===== src/rtl/sid_mac_clip.sv =====
`default_nettype none
// ============================================================================
// Module      : sid_mac_clip
// Description : Shared arithmetic datapath for the SID state-variable filter.
//               One registered 17x16 fractional multiplier, time-shared by the
//               filter sequencer for its cutoff and resonance products. Three
//               combinational saturating clippers reduce the 17-bit low/band/
//               high integrator states to 16-bit audio samples.
// Revision    : 1.0 - initial release
// ----------------------------------------------------------------------------
// Ports
//   clk      in   1        system clock, rising edge
//   rst      in   1        synchronous active-high reset (multiplier only)
//   iSignal  in   17 s     multiplier signal operand (band or high state)
//   iCoef    in   16 u     multiplier coefficient, Q0.16 fraction
//   oOut     out  16 s     registered (iSignal * iCoef) >> 16, 1-cycle latency
//   iLow     in   17 s     low-pass integrator state
//   iBand    in   17 s     band-pass integrator state
//   iHigh    in   17 s     high-pass state
//   oLP      out  16 s     iLow saturated to 16 bits
//   oBP      out  16 s     iBand saturated to 16 bits
//   oHP      out  16 s     iHigh saturated to 16 bits
// ============================================================================
module sid_mac_clip (
    input  logic               clk,
    input  logic               rst,
    input  logic signed [16:0] iSignal,
    input  logic        [15:0] iCoef,
    output logic signed [15:0] oOut,
    input  logic signed [16:0] iLow,
    input  logic signed [16:0] iBand,
    input  logic signed [16:0] iHigh,
    output logic signed [15:0] oLP,
    output logic signed [15:0] oBP,
    output logic signed [15:0] oHP
);

    localparam int C_NUM_CLIP = 3;

    // ------------------------------------------------------------------------
    // Multiplier
    // ------------------------------------------------------------------------
    // Both operands are widened to the full 34-bit product width before the
    // multiply so the product is exact: the signal is sign-extended and the
    // coefficient zero-extended (it is an unsigned fraction).
    logic signed [33:0] w_sig_ext;
    logic signed [33:0] w_coef_ext;
    logic signed [33:0] w_product;
    logic signed [15:0] r_out;

    assign w_sig_ext  = {{17{iSignal[16]}}, iSignal};
    assign w_coef_ext = {18'd0, iCoef};
    assign w_product  = w_sig_ext * w_coef_ext;

    // Arithmetic shift floors toward -inf; the 16-bit cast then keeps
    // product bits [31:16] and lets out-of-range results wrap.
    always_ff @(posedge clk) begin
        if (rst) begin
            r_out <= '0;
        end else begin
            r_out <= 16'(w_product >>> 16);
        end
    end

    assign oOut = r_out;

    // ------------------------------------------------------------------------
    // Saturating clippers (purely combinational, independent of clk/rst)
    // ------------------------------------------------------------------------
    logic [16:0] w_clip_in  [C_NUM_CLIP];
    logic [15:0] w_clip_out [C_NUM_CLIP];

    assign w_clip_in[0] = iLow;
    assign w_clip_in[1] = iBand;
    assign w_clip_in[2] = iHigh;

    generate
        for (genvar gi = 0; gi < C_NUM_CLIP; gi++) begin : g_clip
            // A 17-bit value fits in 16 bits exactly when its top two bits
            // agree. When they differ, bit 16 gives the direction of overflow.
            always_comb begin
                w_clip_out[gi] = w_clip_in[gi][15:0];
                if (w_clip_in[gi][16] != w_clip_in[gi][15]) begin
                    w_clip_out[gi] = w_clip_in[gi][16] ? 16'h8000 : 16'h7FFF;
                end
            end
        end
    endgenerate

    assign oLP = w_clip_out[0];
    assign oBP = w_clip_out[1];
    assign oHP = w_clip_out[2];

endmodule
`default_nettype wire


===== config.mk =====
export PLATFORM = sky130hd
export DESIGN_NAME = sid_mac_clip
export DESIGN_NICKNAME = d
export VERILOG_FILES = /design/src/rtl/sid_mac_clip.sv
export SDC_FILE = /design/constraint.sdc
export NUM_CORES = 1
export LEC_CHECK = 0
export CAP_MARGIN = 25
export CORE_MARGIN = 2
export CORE_UTILIZATION = 60
export DETAILED_ROUTE_END_ITERATION = 10
export GPL_TIMING_DRIVEN = 0
export PLACE_DENSITY = 0.92
export SYNTH_ARGS = -nofsm -noshare
export SYNTH_HDL_FRONTEND = slang
export SYNTH_SLANG_ARGS = --single-unit

===== constraint.sdc =====
create_clock -name clk -period 15.55 [get_ports clk]
set_input_delay 3.11 -clock clk [delete_from_list [all_inputs] [get_ports clk]]
set_output_delay 3.11 -clock clk [all_outputs]
set_load 0.01 [all_outputs]

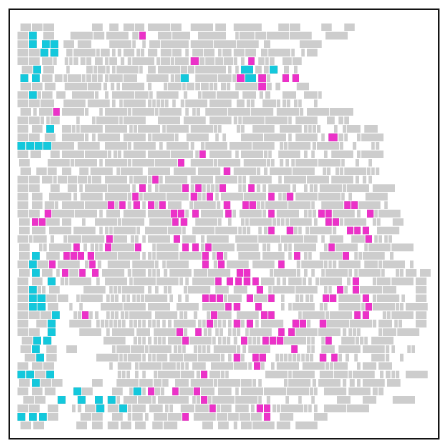
Figure 1: run 1, gate families picked out.
colour	family	cells
magenta	and/or cells	142
cyan	non-inverting ao/oa cells	50
Comb area share: 71.4%
most frequent logic cell in the layout: inv_1
fin cells: 1563

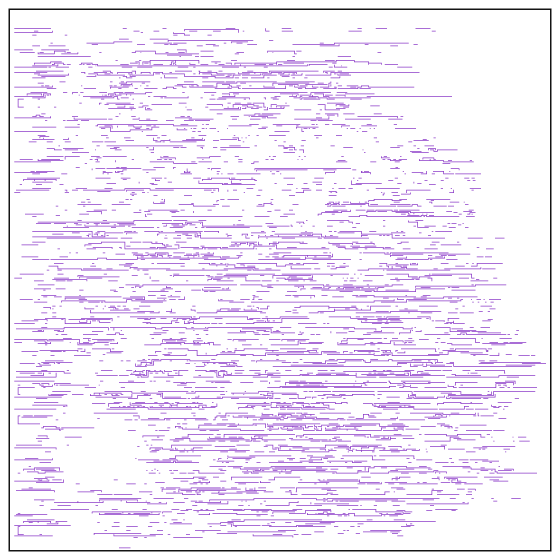
Figure 2: run 1, met1 routing.
main direction	horizontal
wire length on this layer	9570 um
nets with wire on the layer	1606
routing usage on met1: 36.2%
routed wire length: 27.9 mm
Via Count: 8593

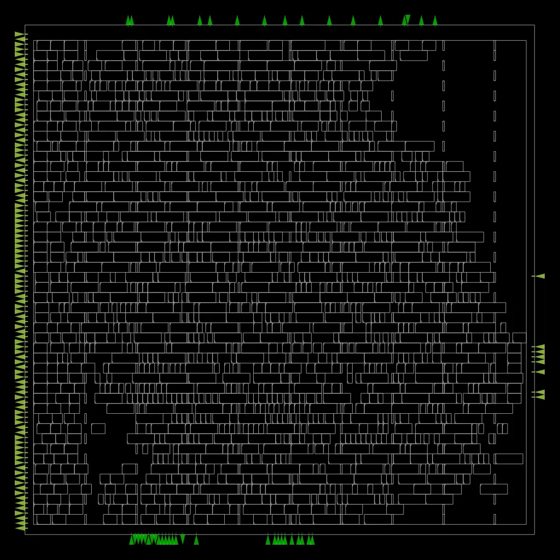
Figure 3: run 1, cell placement.
fin util: 72.1%
tap cells: 225
Seq/total area: 2.56%
row count: 48
# fillers: 1243

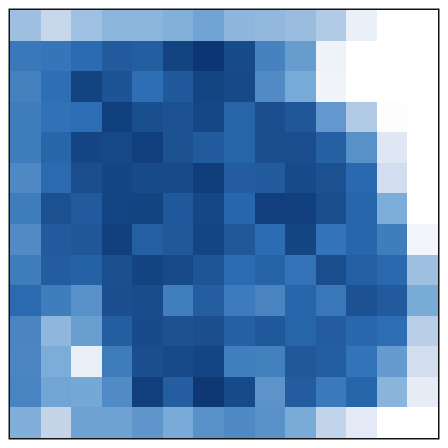
Figure 4: run 1, local utilization.
The die is cut into 14 by 14 equal tiles; white is low, dark blue is high, 0 to 100% covered.
mean over tiles	65%
fullest tile	97%
tiles over 75% full	52%
emptiest ninth of the die	upper right
core box area: 0.0174 mm2
FP Core Util: 61.6%

==> run 1: metrics by stage <==
stage,worst slack [ps],utilization [%],hold slack (ps)
3_5_place_dp,5510,71.6,3380
4_1_cts,5750,72.1,3130
5_1_grt,5470,72.1,3130
6_report,5660,72.1,3120
3_3_place_gp,5630,71.6,3380
2_1_floorplan,6850,-,3320
==> run 1: worst max-delay path, delay by kind of cell <==
kind / cells / cell delay, ps
compound gates: 3 / 840
fa+ha+maj: 7 / 3090
buf+inv: 6 / 1640
simple gates: 6 / 1330
==> run 1: final timing paths <==
kind / start / to / slack [ps] / cells after the start
max: iCoef[5] / oOut[15] / 5660 / 22
min: rst / oOut[15] / 3120 / 2
==> run_results.csv, run 1 <==
group,metric,value,unit
worst_setup_path,worstSetupPathType,"input port to flip-flop",
global_routing,antenna_found_initial,0,
placed_design,dp_hpwl,23.7,mm
drt,dr.pass1.iters,5,
finish,design_area,0.0125,mm2
synthesis,synthArstFlopShare,0,%
synthesis,yosys_cells,1188,
clocking,ctsRootBufferMaster,"clkbuf_16",
synthesis,yosysWarningCount,0,
worst_setup_path,worstSetupEndpointType,"flip-flop",
synthesis,simple_gate_area_share,15.5,%
run,warnings,29,
worst_setup_path,crit_chain,"clkdlybuf4s50_1 > clkbuf_1 > and2_1 > fa_1 > inv_1 > fa_1 > fa_1 > inv_1 > fa_1 > fa_1 > inv_1 > fa_1 > inv_1 > ha_1 > nand2_1 > nor3_1 > nand3_1 > o211ai_4 > a2111oi_4 > o31ai_1 > nand3_1 > nor3b_2",
synthesis,common_cells,"inv_1 (330), fa_1 (265), nand2_1 (150)",
finish,dominant_cells,"combinational gates",
synthesis,ys_seq_share,3.00,%
global_routing,track_usage,32.2,%
final_timing,tightest_slew,757,ps
status,status,"complete, no violations",
clocking,cts_hold_buf,0,
placed_design,place_area,0.0124,mm2
synthesis,ys_top_logic_family,"adder cells",
synthesis,edf_count,0,
finish,most-common-layout-cells,"inv_1 (330), fa_1 (265), nand2_1 (150)",
drt,wl_per_cell,17.9,um
## Run 2: what changed since run 1
Settings changed: CORE_UTILIZATION 60 to 58, PLACE_DENSITY 0.92 to 0.89.
Clock period 15.55 ns to 9.2 ns, I/O delays scaled along.
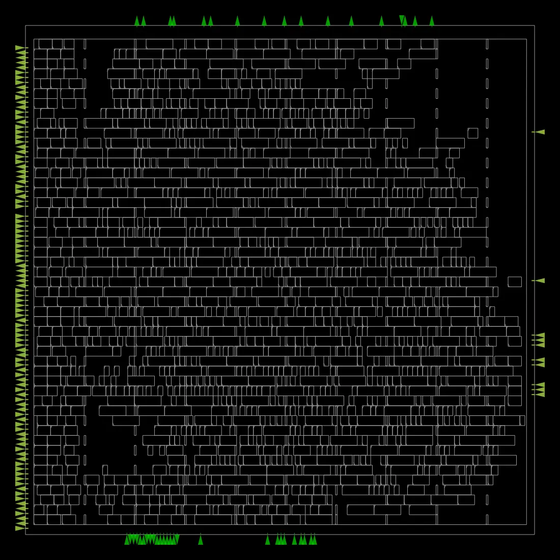
Figure 5: run 2, cell placement.
# fillers: 1386
tap cells: 229
Seq/total area: 2.56%
fin cells: 1565

==> run 2 against run 1 <==
  * Synthesized cell count did not move
  * Sequential share of layout area is essentially flat
  * Critical path type unchanged
==> run_results.csv, run 2 <==
group,metric,value,unit
synthesis,ys_top_logic_family,"adder cells",
synthesis,yosys_cells,1188,
die,fp_util,59.3,%
die,core,0.0180,mm2
placed_design,place_area,0.0124,mm2
final_timing,timing.hold.ws,1870,ps
die,row_count,49,
synthesis,ys_seq_share,3.00,%
finish,lay_top_count,"inv_1",
global_routing,antenna_found_initial,0,
finish,design_area,0.0125,mm2
clocking,ctsRootBufferMaster,"clkbuf_16",
global_routing,met1_usage,34.8,%
placed_design,dp_hpwl,23.2,mm
placed_design,pre_cts_slack,418,ps
drt,dr.pass1.iters,5,
finish,most-common-layout-cells,"inv_1 (330), fa_1 (265), nand2_1 (150)",
worst_setup_path,worstSetupPathType,"input port to flip-flop",
run,warnings,29,
worst_setup_path,critPathTopFamily,"adder cells",
synthesis,yosysWarningCount,0,
global_routing,track_usage,29.1,%
finish,utilization,69.3,%
synthesis,synthArstFlopShare,0,%
final_timing,worst_slack,573,ps
synthesis,simple_gate_area_share,15.5,%
synthesis,edf_count,0,
status,status,"complete, no violations",
clocking,cts_hold_buf,0,
synthesis,common_cells,"inv_1 (330), fa_1 (265), nand2_1 (150)",
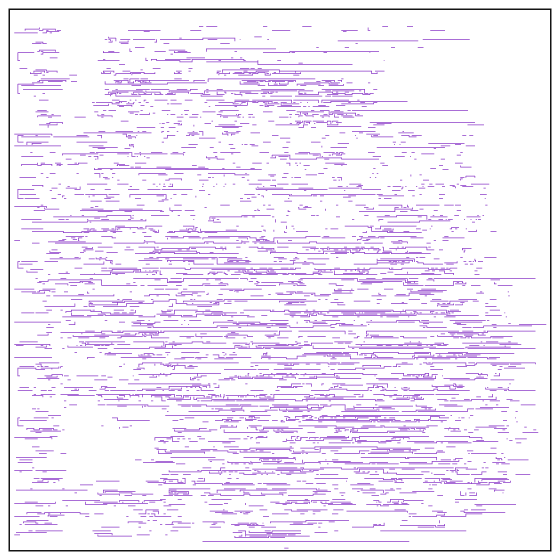
Figure 6: run 2, met1 routing.
nets with wire on the layer	1590
longest straight run	53.4 um
share of all routed wire	35%
main direction	horizontal
routed wire length: 26.7 mm
Via Count: 8482

==> run 2: netlist changes by cell type in the layout (fill, tap and decap cells not counted), sizes merged <==
cell | previous run | this run
diode | 1 | 0
clkbuf | 49 | 48
==> run 2: cell type report <==
cell class                      instances  area [um2]
Multi-Input combinational cell        794        8930
Fill cell                            1386        5530
Timing Repair Buffer                  145        1450
Inverter                              330        1240
Sequential cell                        16         320
Tap cell                              229         287
Buffer                                 48         198
Clock buffer                            3        75.1
==> run 2: worst paths after layout <==
| kind | depth (start not counted) | slack, ps | startpoint | endpoint |
|---|---|---|---|---|
| max | 21 | 570 | iCoef[3] | oOut[15] |
| min | 2 | 1870 | rst | oOut[7] |
==> run 2: layer usage <==
layer	share of wire, %	wire length [um]
met3	10	2670
met1	35	9450
met5	0	0
met2	49	13100
met4	5.5	1470
